$ cat src/rtl/column_reader.sv
// Readout controller at the bottom of one pixel column. It forwards the broadcast bus,
// queues L1A triggers and drains each event as a header plus one word per hit.
module column_reader #(
    parameter int L1ADDRWIDTH = 7,
    parameter int BCSTWIDTH   = 27,
    parameter int HITLAT      = 4
) (
    input  logic                 clkRO,
    input  logic                 reset,
    input  logic [3:0]           colAddrIn,
    input  logic [BCSTWIDTH-1:0] bcstIn,
    output logic [BCSTWIDTH-1:0] colBCST,
    input  logic [4:0]           colHits,
    input  logic [45:0]          colData,
    output logic                 colRead,
    output logic [45:0]          outData,
    output logic                 outIsHeader,
    output logic                 outValid,
    input  logic                 outReady,
    output logic                 l1aOverflow,
    output logic                 hitOverflow
);

    localparam int QDEPTH = 4;
    // The push cycle counts as the first of the HITLAT cycles, so the head is ready
    // exactly in the cycle colHits becomes valid.
    localparam logic [3:0] CNT_INIT = 4'(HITLAT - 1);

    typedef enum logic [1:0] {S_IDLE, S_HEADER, S_FETCH, S_SETTLE} state_t;

    logic [BCSTWIDTH-1:0]   r_col_bcst;
    logic [L1ADDRWIDTH-1:0] r_q_addr [QDEPTH];
    logic [3:0]             r_q_cnt  [QDEPTH];
    logic [2:0]             r_q_count;
    logic                   r_l1a_ovf;

    state_t                 r_state;
    logic [4:0]             r_remaining;
    logic [45:0]            r_out_data;
    logic                   r_out_is_header;
    logic                   r_out_valid;
    logic                   r_col_read;
    logic                   r_hit_ovf;

    logic                   w_col_reset;
    logic                   w_l1a;
    logic [L1ADDRWIDTH-1:0] w_l1_addr;
    logic                   w_head_ready;
    logic                   w_pop;
    logic                   w_push;
    logic                   w_full;
    logic                   w_push_ok;
    logic                   w_l1a_drop;
    logic [4:0]             w_hits_sat;
    logic [45:0]            w_header;
    logic [L1ADDRWIDTH-1:0] w_q_addr_nxt [QDEPTH];
    logic [3:0]             w_q_cnt_nxt  [QDEPTH];
    logic [2:0]             w_q_count_nxt;

    function automatic logic [3:0] f_dec(input logic [3:0] v);
        return (v != 4'd0) ? v - 4'd1 : 4'd0;
    endfunction

    assign colBCST     = r_col_bcst;
    assign colRead     = r_col_read;
    assign outData     = r_out_data;
    assign outIsHeader = r_out_is_header;
    assign outValid    = r_out_valid;
    assign l1aOverflow = r_l1a_ovf;
    assign hitOverflow = r_hit_ovf;

    assign w_col_reset  = r_col_bcst[0];
    assign w_l1a        = r_col_bcst[1];
    assign w_l1_addr    = r_col_bcst[L1ADDRWIDTH+1:2];
    assign w_head_ready = (r_q_count != 3'd0) && (r_q_cnt[0] == 4'd0);
    assign w_pop        = (r_state == S_IDLE) && w_head_ready && !w_col_reset;
    assign w_push       = w_l1a && !w_col_reset;
    assign w_full       = (r_q_count == 3'(QDEPTH));
    assign w_push_ok    = w_push && (!w_full || w_pop);
    assign w_l1a_drop   = w_push && w_full && !w_pop;
    assign w_hits_sat   = (colHits > 5'd16) ? 5'd16 : colHits;

    always_comb begin
        // NOTE: every combinational output gets a default first, so no path leaves it unassigned and no latch is inferred.
        w_header                     = '0;
        w_header[3:0]                = colAddrIn;
        w_header[8:4]                = w_hits_sat;
        w_header[8+L1ADDRWIDTH:9]    = r_q_addr[0];
    end

    // Next queue image: age all entries, shift out the head on pop, append at the tail on push.
    always_comb begin
        w_q_count_nxt = r_q_count;
        for (int i = 0; i < QDEPTH; i++) begin
            w_q_addr_nxt[i] = r_q_addr[i];
            w_q_cnt_nxt[i]  = f_dec(r_q_cnt[i]);
        end
        if (w_pop) begin
            for (int i = 0; i < QDEPTH - 1; i++) begin
                w_q_addr_nxt[i] = r_q_addr[i+1];
                w_q_cnt_nxt[i]  = f_dec(r_q_cnt[i+1]);
            end
            w_q_count_nxt = r_q_count - 3'd1;
        end
        if (w_push_ok) begin
            w_q_addr_nxt[w_q_count_nxt[1:0]] = w_l1_addr;
            w_q_cnt_nxt[w_q_count_nxt[1:0]]  = CNT_INIT;
            w_q_count_nxt                    = w_q_count_nxt + 3'd1;
        end
    end

    // NOTE: sequential state uses non-blocking assignments so every flop samples pre-edge values.
    always_ff @(posedge clkRO or posedge reset) begin
        if (reset) begin
            r_col_bcst <= '0;
        end else begin
            r_col_bcst <= bcstIn;
        end
    end

    always_ff @(posedge clkRO or posedge reset) begin
        if (reset) begin
            // NOTE: the queue is four entries of plain flops, cheap enough to clear on reset like any other state.
            for (int i = 0; i < QDEPTH; i++) begin
                r_q_addr[i] <= '0;
                r_q_cnt[i]  <= '0;
            end
            r_q_count <= '0;
            r_l1a_ovf <= 1'b0;
        end else if (w_col_reset) begin
            r_q_count <= '0;
            r_l1a_ovf <= 1'b0;
        end else begin
            for (int i = 0; i < QDEPTH; i++) begin
                r_q_addr[i] <= w_q_addr_nxt[i];
                r_q_cnt[i]  <= w_q_cnt_nxt[i];
            end
            r_q_count <= w_q_count_nxt;
            if (w_l1a_drop) begin
                r_l1a_ovf <= 1'b1;
            end
        end
    end

    always_ff @(posedge clkRO or posedge reset) begin
        if (reset) begin
            r_state         <= S_IDLE;
            r_remaining     <= '0;
            r_out_data      <= '0;
            r_out_is_header <= 1'b0;
            r_out_valid     <= 1'b0;
            r_col_read      <= 1'b0;
            r_hit_ovf       <= 1'b0;
        end else if (w_col_reset) begin
            r_state         <= S_IDLE;
            r_remaining     <= '0;
            r_out_data      <= '0;
            r_out_is_header <= 1'b0;
            r_out_valid     <= 1'b0;
            r_col_read      <= 1'b0;
            r_hit_ovf       <= 1'b0;
        end else begin
            r_col_read <= 1'b0;
            case (r_state)
                S_IDLE: begin
                    if (w_head_ready) begin
                        r_remaining     <= w_hits_sat;
                        r_out_data      <= w_header;
                        r_out_is_header <= 1'b1;
                        r_out_valid     <= 1'b1;
                        r_state         <= S_HEADER;
                        if (colHits > 5'd16) begin
                            r_hit_ovf <= 1'b1;
                        end
                    end
                end
                S_HEADER: begin
                    if (r_out_valid && outReady) begin
                        r_out_valid <= 1'b0;
                        if (r_remaining == 5'd0) begin
                            r_state <= S_IDLE;
                        end else begin
                            r_col_read <= 1'b1;
                            r_state    <= S_FETCH;
                        end
                    end
                end
                S_FETCH: begin
                    // FETCH is only entered after the previous word was accepted, so the
                    // output register is always free here and the read strobe is high.
                    r_out_data      <= colData;
                    r_out_is_header <= 1'b0;
                    r_out_valid     <= 1'b1;
                    r_remaining     <= r_remaining - 5'd1;
                    r_state         <= S_SETTLE;
                end
                S_SETTLE: begin
                    if (!r_out_valid || outReady) begin
                        r_out_valid <= 1'b0;
                        if (r_remaining != 5'd0) begin
                            r_col_read <= 1'b1;
                            r_state    <= S_FETCH;
                        end else begin
                            r_state <= S_IDLE;
                        end
                    end
                end
                default: r_state <= S_IDLE;
            endcase
        end
    end

endmodule

$ cat config.mk
export PLATFORM = sky130hd
export DESIGN_NAME = column_reader
export DESIGN_NICKNAME = d
export VERILOG_FILES = /design/src/rtl/column_reader.sv
export SDC_FILE = /design/constraint.sdc
export NUM_CORES = 1
export LEC_CHECK = 0
export CORE_UTILIZATION = 47
export CTS_CLUSTER_DIAMETER = 50
export DETAILED_ROUTE_END_ITERATION = 12
export PLACE_DENSITY_LB_ADDON = 0.25
export SLEW_MARGIN = 20
export SYNTH_ARGS = -nofsm -noshare
export SYNTH_HDL_FRONTEND = slang
export SYNTH_SLANG_ARGS = --single-unit
$ cat constraint.sdc
create_clock -name clkRO -period 4.86 [get_ports clkRO]
set_input_delay 0.729 -clock clkRO [delete_from_list [all_inputs] [get_ports clkRO]]
set_output_delay 0.729 -clock clkRO [all_outputs]
set_load 0.05 [all_outputs]
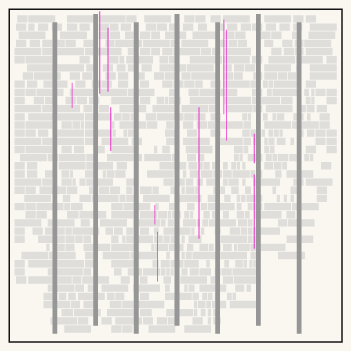
Fig. 1. Metal 4 (run 1).
Scale: 3 px per um. Supply wires on this layer in gray. Cells faint in the background.
main direction = vertical
share of all routed wire = 1.7%
longest straight run = 43.5 um
wire length on this layer = 239 um
nets with wire on the layer = 9
Vias: 4505
drt total wl: 14.50 mm

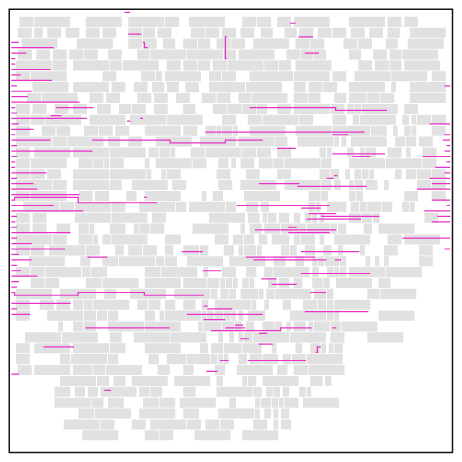
Fig. 2. Met3 routing (run 1).
Scale: 4 px per um. Cells faint in the background.
wire length on this layer = 956 um
main direction = horizontal
longest straight run = 39.6 um
nets with wire on the layer = 109
share of all routed wire = 6.6%

==> results.py, run 1 <==
# Flow results
metrics = {
    "grt": {
        "grt_antenna_before_repair": 0,
        "grt_first_pass_wirelength_mm": 23.64,
        "first_global_vias": 4645,
        "grt-ovfl-total": 0,
        "track_usage_pct": 24.60,
        "grt_max_degree": 69,
    },
    "synthesis": {
        "synthArstFlopShare_pct": 100.0,
        "synth_area_sq_mm": 0.005524,
        "syn_avg_cell_area_sq_um": 11.88,
        "yosys_area_sq_mm": 0.005524,
        "synth_compound_gate_area_share_pct": 21.18,
        "ys_seq_share_pct": 59.34,
        "top_logic_kind": "AND-OR/OR-AND gates",
        "ff_type": "dfrtp_1",
        "simple_gate_share_pct": 10.19,
        "fp_nets": 555,
        "ys_warn_count": 0,
        "syn_inst": 465,
        "synth_cell_types": 53,
        "ys_seq_elements": 131,
        "yosys_cells": 465,
        "ys_sh_adder_pct": 1.133,
        "synth-edff-count": 0,
        "xor_share_pct": 0.6342,
    },
    "pwr": {
        "ir_drop_mv": 0.3665,
        "seqPwrFrac_pct": 39.4,
        "power.share.clock_pct": 31.7,
        "power_per_cell_area_mw_per_mm2": 477.6,
        "switching_share_pct": 33.30,
        "total_power_uw": 3743,
        "p_comb_share_pct": 28.9,
        "p_leak_uw": 0.003312,
        "switching_power_uw": 1247,
        "cellInternalPower_uw": 2497,
    },
    "worst_hold_path": {
        "min_from": "outData[15]",
        "hold_class": "flop to flop",
    },
    "final_layout": {
        "syn2layout_area_growth_pct": 41.90,
        "final_area_sq_mm": 0.007839,
        "drive_gt1_share_pct": 8.281,
        "utilization_pct": 68.65,
        "nets": 718,
        "fin_cells": 783,
        "num_antenna_cells": 0,
    },
    "final_timing": {
        "setup_viol": 0,
        "setup_ws_ps": 1756,
        "grt_setup_unrepaired": "false",
        "timing.hold.ws_ps": 476.9,
        "fin_tns_setup_ps": 0,
        "slew_headroom_pct": 31.92,
        "period_used_pct": 63.87,
        "hold_viol": 0,
        "fmaxAchievable_mhz": 322.2,
        "tightest_slew_ps": 1019,
        "slew_viol_final": 0,
        "period_minus_slack_ps": 3104,
        "finClkSkew_ps": 8.776,
    },
    "route": {
        "first_pass_iters": 5,
        "first_iter_violations": 243,
        "drtAntennaViolNets": 0,
        "wl_per_cell_um": 18.52,
        "drcViolationCount": 0,
        "vias_per_cell": 5.754,
    },
    "placement": {
        "dpl.hpwl_mm": 9.931,
        "place.gp.congestion": 0.8428,
        "port_buffers": 162,
        "pre_cts_slack_ps": 1912,
        "place_area_sq_mm": 0.007283,
    },
    "clock_tree": {
        "clock-sinks": 131,
        "cts_root_buffer": "clkbuf_16",
        "clkLatencyLatePin_ps": 410,
        "cts_buffers": 17,
        "cts_max_path_buffers": 2,
        "htreeDepth": 4,
        "cts-resized-gates": 0,
        "cts_hold_buf": 0,
        "clk_pin_slew_ps": 50,
        "cts_setup_buffers": 0,
        "cts_tree": "built",
    },
    "worst_setup_path": {
        "cp.required_ps": 4130,
        "critPathLaunchType": "flop",
        "critPathArrivalTime_ps": 2370,
        "crit_path_start": "colBCST[0]",
        "crit_path_end_kind": "output port",
        "crit_fanout": 33,
        "rr_startpoint": "r_q_count[0]",
        "criticalPathCategory": "flop to output port",
    },
    "run": {
        "drv_cap": 0,
        "warnings": 28,
    },
    "floorplan": {
        "core.rowCount": 39,
        "chipWidth_um": 110.4,
        "die-area_sq_mm": 0.01219,
        "chipHeight_um": 110.4,
        "ioPinCount": 163,
        "initial_core_util_pct": 48.38,
        "core_sq_mm": 0.01142,
    },
    "outcome": {
        "outcome": "finished clean",
    },
}
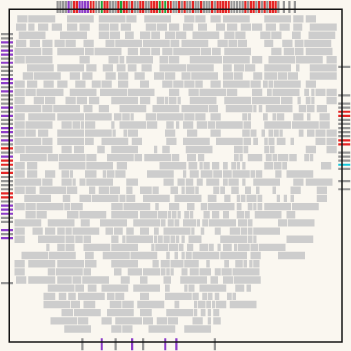
Fig. 3. Pin placement (run 1).
Scale: 3 px per um. Pins as bars across the die edge, other pins in gray.
red -> colData  # pins 46, direction input, edge 36 north, 6 west, 4 east
cyan -> outValid  # pins 1, direction output, edge east
purple -> colBCST  # pins 27, direction output, edge 18 west, 5 north, 4 south
green -> colAddrIn  # pins 4, direction input, edge north
all pins by edge = 84 north, 51 west, 20 east, 8 south

[run 1: worst max-delay path: stages, from the launching register on]
cell and delay, ps:
dfrtp_2 650, buf_4 420, clkdlybuf4s50_1 870
[run 1: cell type report]
| type | count | area [sq um] |
|---|---|---|
| Clock buffer | 23 | 467.9 |
| Clock inverter | 8 | 78.83 |
| Fill cell | 839 | 3580 |
| Inverter | 13 | 51.30 |
| Multi-Input combinational cell | 299 | 2131 |
| Sequential cell | 131 | 3279 |
| Tap cell | 143 | 178.9 |
| Timing Repair Buffer | 166 | 1652 |
[run 1: routing by layer]
layer | wire length [um] | track usage, % | share of wire [%]
met1 | 5698 | 29.39 | 39
met4 | 238 | 7.200 | 1.6
met2 | 7606 | 42.73 | 52
met3 | 956 | 7.409 | 6.6
met5 | 0 | 0 | 0
[run 1: Yosys cell counts (2+ instances only)]
library cell	instances	area share, %
a22oi_1	4	0.54
o31ai_1	18	2.4
a22o_1	34	5.4
nor2_1	18	1.2
a21oi_1	14	1.3
mux2i_1	18	3.3
nor4_1	2	0.23
nor3_1	10	0.91
o21ai_1	2	0.18
a21o_1	3	0.41
xnor2_1	4	0.63
buf_1	2	0.14
nor2b_1	9	1.0
mux2_2	8	1.6
nand2_1	39	2.7
or2_2	2	0.23
o21a_1	17	2.3
o31a_1	2	0.32
o22a_1	14	2.2
inv_1	12	0.82
dfrtp_1	131	59
o21ai_0	17	1.5
a31oi_1	4	0.45
a311oi_1	2	0.32
nand2b_1	15	1.7
a21oi_4	2	0.59
o221a_1	8	1.6
buf_2	2	0.18
nand3_1	8	0.72
clkbuf_1	16	1.1
nor3b_1	2	0.27
ha_1	5	1.1
[run 1: placed cells by master (no fill, tap or decap), drive strengths merged, types with 2 or more instances in the layout]
| cell | n |
|---|---|
| o31ai | 18 |
| nor2b | 9 |
| nand2 | 39 |
| mux2i | 18 |
| nand3 | 8 |
| a31oi | 4 |
| ha | 5 |
| a21oi | 16 |
| a311oi | 2 |
| buf | 4 |
| mux2 | 8 |
| a22o | 34 |
| inv | 14 |
| dfrtp | 131 |
| nor2 | 18 |
| a22oi | 4 |
| clkdlybuf4s50 | 162 |
| nor3b | 2 |
| clkinv | 5 |
| nand2b | 15 |
| o22a | 14 |
| xnor2 | 4 |
| o21a | 17 |
| a21o | 3 |
| clkbuf | 23 |
| o221a | 8 |
| o21ai | 19 |
| nor4 | 3 |
| nor3 | 10 |
| or4 | 2 |
| o31a | 2 |
| or2 | 2 |
[run 1: final timing paths]
check	cells past startpoint	slack, ps	end
setup / recovery	2	1760	colBCST[0]
hold / removal	2	480	outData[15]
setup reg to reg	11	1840	r_q_addr[20]
hold reg to reg	2	480	outData[15]
max in group asynchronous	3	3020	colBCST[1]
min in group asynchronous	2	840	colBCST[25]
[run 1: sequential cells by signal (all words and copies together) (netlist names), 2 cells and up, named ones only]
register	cells
outData	46
colBCST	27
r_q_addr	21
r_q_cnt	16
r_remaining	5
r_q_count	3
r_state	2
[run 1: power groups by stage]
stage	logic (uW)	registers (uW)	clock network, uW
2_1_floorplan	537	1660	0
3_3_place_gp	1040	1470	0
3_5_place_dp	1080	1490	0
4_1_cts	1080	1470	1200
5_1_grt	1170	1500	1240
6_report	1080	1480	1190
==> inputs of run 2 (changes only) <==
clock period = 2.9 ns   (was 4.86 ns; I/O delays follow)
==> run 2 against run 1 <==
Net effect: highest routed layer unchanged; cell area up 1.6%; routed wire length up 0.13%; critical path type unchanged; count of clock-buffer cells in the layout is 2 lower; via count about the same; utilization is 1.1 points higher; critical path depth is the same; combinational power is 71% higher; synthesized area unchanged; synthesized cell count unchanged.
==> results.py, run 2 <==
# Flow results
metrics = {
    "synthesis": {
        "ys_top_cells_by_area": "dfrtp_1 (59%), a22o_1 (5.4%), mux2i_1 (3.3%), nand2_1 (2.7%), o31ai_1 (2.4%)",
        "top_cell_area_share_pct": 59.34,
        "syn_avg_cell_area_sq_um": 11.88,
        "yosys_cells": 465,
        "synth_area_sq_mm": 0.005524,
        "ys_warn_count": 0,
        "ys_seq_elements": 131,
        "ff_type": "dfrtp_1",
        "synth_cell_types": 53,
        "common_cells": "dfrtp_1 (131), nand2_1 (39), a22o_1 (34)",
        "yosys_area_sq_mm": 0.005524,
        "yosysMostFrequentCell": "dfrtp_1",
        "yosysTopAreaCell": "dfrtp_1",
        "ys_seq_share_pct": 59.34,
    },
    "outcome": {
        "outcome": "finished clean",
    },
    "clock_tree": {
        "clock-sinks": 131,
        "htreeDepth": 4,
        "cts_setup_buffers": 0,
        "cts_buffers": 17,
        "cts_max_path_buffers": 2,
        "cts-resized-gates": 0,
        "clk_pin_slew_ps": 60,
        "cts_tree": "built",
        "clkLatencyLatePin_ps": 410,
        "cts_hold_buf": 0,
    },
    "final_timing": {
        "timing.hold.ws_ps": 456.0,
        "fin_tns_setup_ps": 0,
        "grt_setup_unrepaired": "false",
        "finClkSkew_ps": 6.183,
        "slew_viol_final": 0,
        "slew_headroom_pct": 54.06,
        "setup_viol": 0,
        "tightest_slew_ps": 687.6,
    },
    "route": {
        "wl_per_cell_um": 18.42,
        "first_iter_violations": 301,
        "drcViolationCount": 0,
        "vias_per_cell": 5.714,
        "first_pass_iters": 4,
    },
    "pwr": {
        "p_leak_uw": 0.003373,
        "power_per_cell_area_mw_per_mm2": 813.6,
    },
    "grt": {
        "grt_first_pass_wirelength_mm": 23.92,
        "grt_antenna_before_repair": 0,
        "track_usage_pct": 24.97,
        "first_global_vias": 4712,
    },
    "final_layout": {
        "utilization_pct": 69.78,
        "syn2layout_area_growth_pct": 44.24,
        "drive_gt1_share_pct": 9.302,
        "final_area_sq_mm": 0.007968,
        "largest_register_ffs": 46,
        "lay_top_cells": "clkdlybuf4s50_1 (162), dfrtp_1 (130), nand2_1 (39)",
        "nets": 725,
    },
    "run": {
        "warnings": 28,
        "drv_cap": 0,
    },
    "worst_setup_path": {
        "crit_fanout": 51,
        "cp.required_ps": 2470,
        "crit_path_start": "colBCST[0]",
        "rr_worst_depth": 9,
        "critPathLaunchType": "flop",
        "crit_path_end_kind": "output port",
        "rr_startpoint": "r_q_cnt[12]",
        "critPathArrivalTime_ps": 2170,
        "ff2ff_setup_slack_ps": 370,
    },
    "worst_hold_path": {
        "hold_class": "input pin to flop",
        "min_from": "bcstIn[21]",
        "hold_depth": 1,
    },
    "floorplan": {
        "core_sq_mm": 0.01142,
        "chipHeight_um": 110.4,
        "chipWidth_um": 110.4,
        "die-area_sq_mm": 0.01219,
        "initial_core_util_pct": 48.38,
        "core.rowCount": 39,
    },
    "placement": {
        "place_area_sq_mm": 0.007370,
        "dpl.hpwl_mm": 10.06,
    },
}
==> run 2: worst paths after layout <==
path                                      to
worst min register to register    outData[2]
min in group asynchronous        colBCST[12]
max in group asynchronous         colBCST[8]
worst max register to register  r_q_addr[16]
worst max-delay path              colBCST[0]
worst min-delay path             colBCST[21]
==> run 2: through the flow <==
stage               setup slack (ps)  std cells
floorplan                      470.0        465
global placement               543.7        759
detailed placement             418.8        759
CTS                            281.0        788
global route                   164.3        788
finish                         298.4        788
==> run 2: cell families (layout without fill, tap and decap cells) <==
group / Yosys count / after routing / synth area share, %
compound gates: 151 / 151 / 21.18
xor+xnor: 4 / 4 / 0.6341
fa+ha+maj: 5 / 5 / 1.133
buf+inv: 35 / 215 / 2.627
flops: 131 / 131 / 59.34
mux: 26 / 26 / 4.892
simple gates: 113 / 113 / 10.19
==> run 2: metal layers <==
metal / GRT usage, % / routed length, um
met1: 29.57 / 5826
met2: 42.61 / 7587
met3: 7.629 / 834
met4: 9.422 / 269
met5: 0 / 0
==> run 2: area by class of cell <==
class / count / area [sq um]
repair buffers: 173 / 1742
multi-input cells: 299 / 2117
fillers: 840 / 3451
clock inverters: 8 / 127.6
flip-flops and latches: 131 / 3279
inverters: 13 / 52.55
clock buffers: 21 / 470.5
well taps: 143 / 178.9
==> run 2: power by group <==
part	total, uW	switching [uW]	internal [uW]	leakage [uW]
combinational	1850	1050	801	0.00142
sequential	2470	282	2190	0.00166
clock	2170	761	1410	0.000287
==> run 2: critical path, stage by stage (launching register included) <==
cell             delay (ps)
dfrtp_2                 350
buf_4                   470
clkdlybuf4s50_1         910
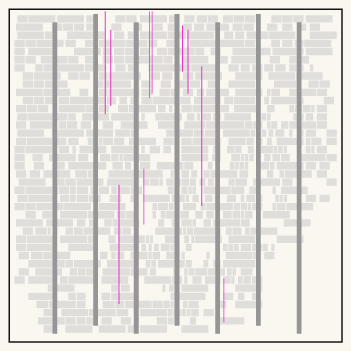
Fig. 4. Metal 4 (run 2).
Scale: 3 px per um. Supply wires on this layer in gray. Cells faint in the background.
share of all routed wire = 1.8%
main direction = vertical
Vias: 4503
drt total wl: 14.52 mm

Power figures rest on the tool's default switching activity, not on a simulated workload.
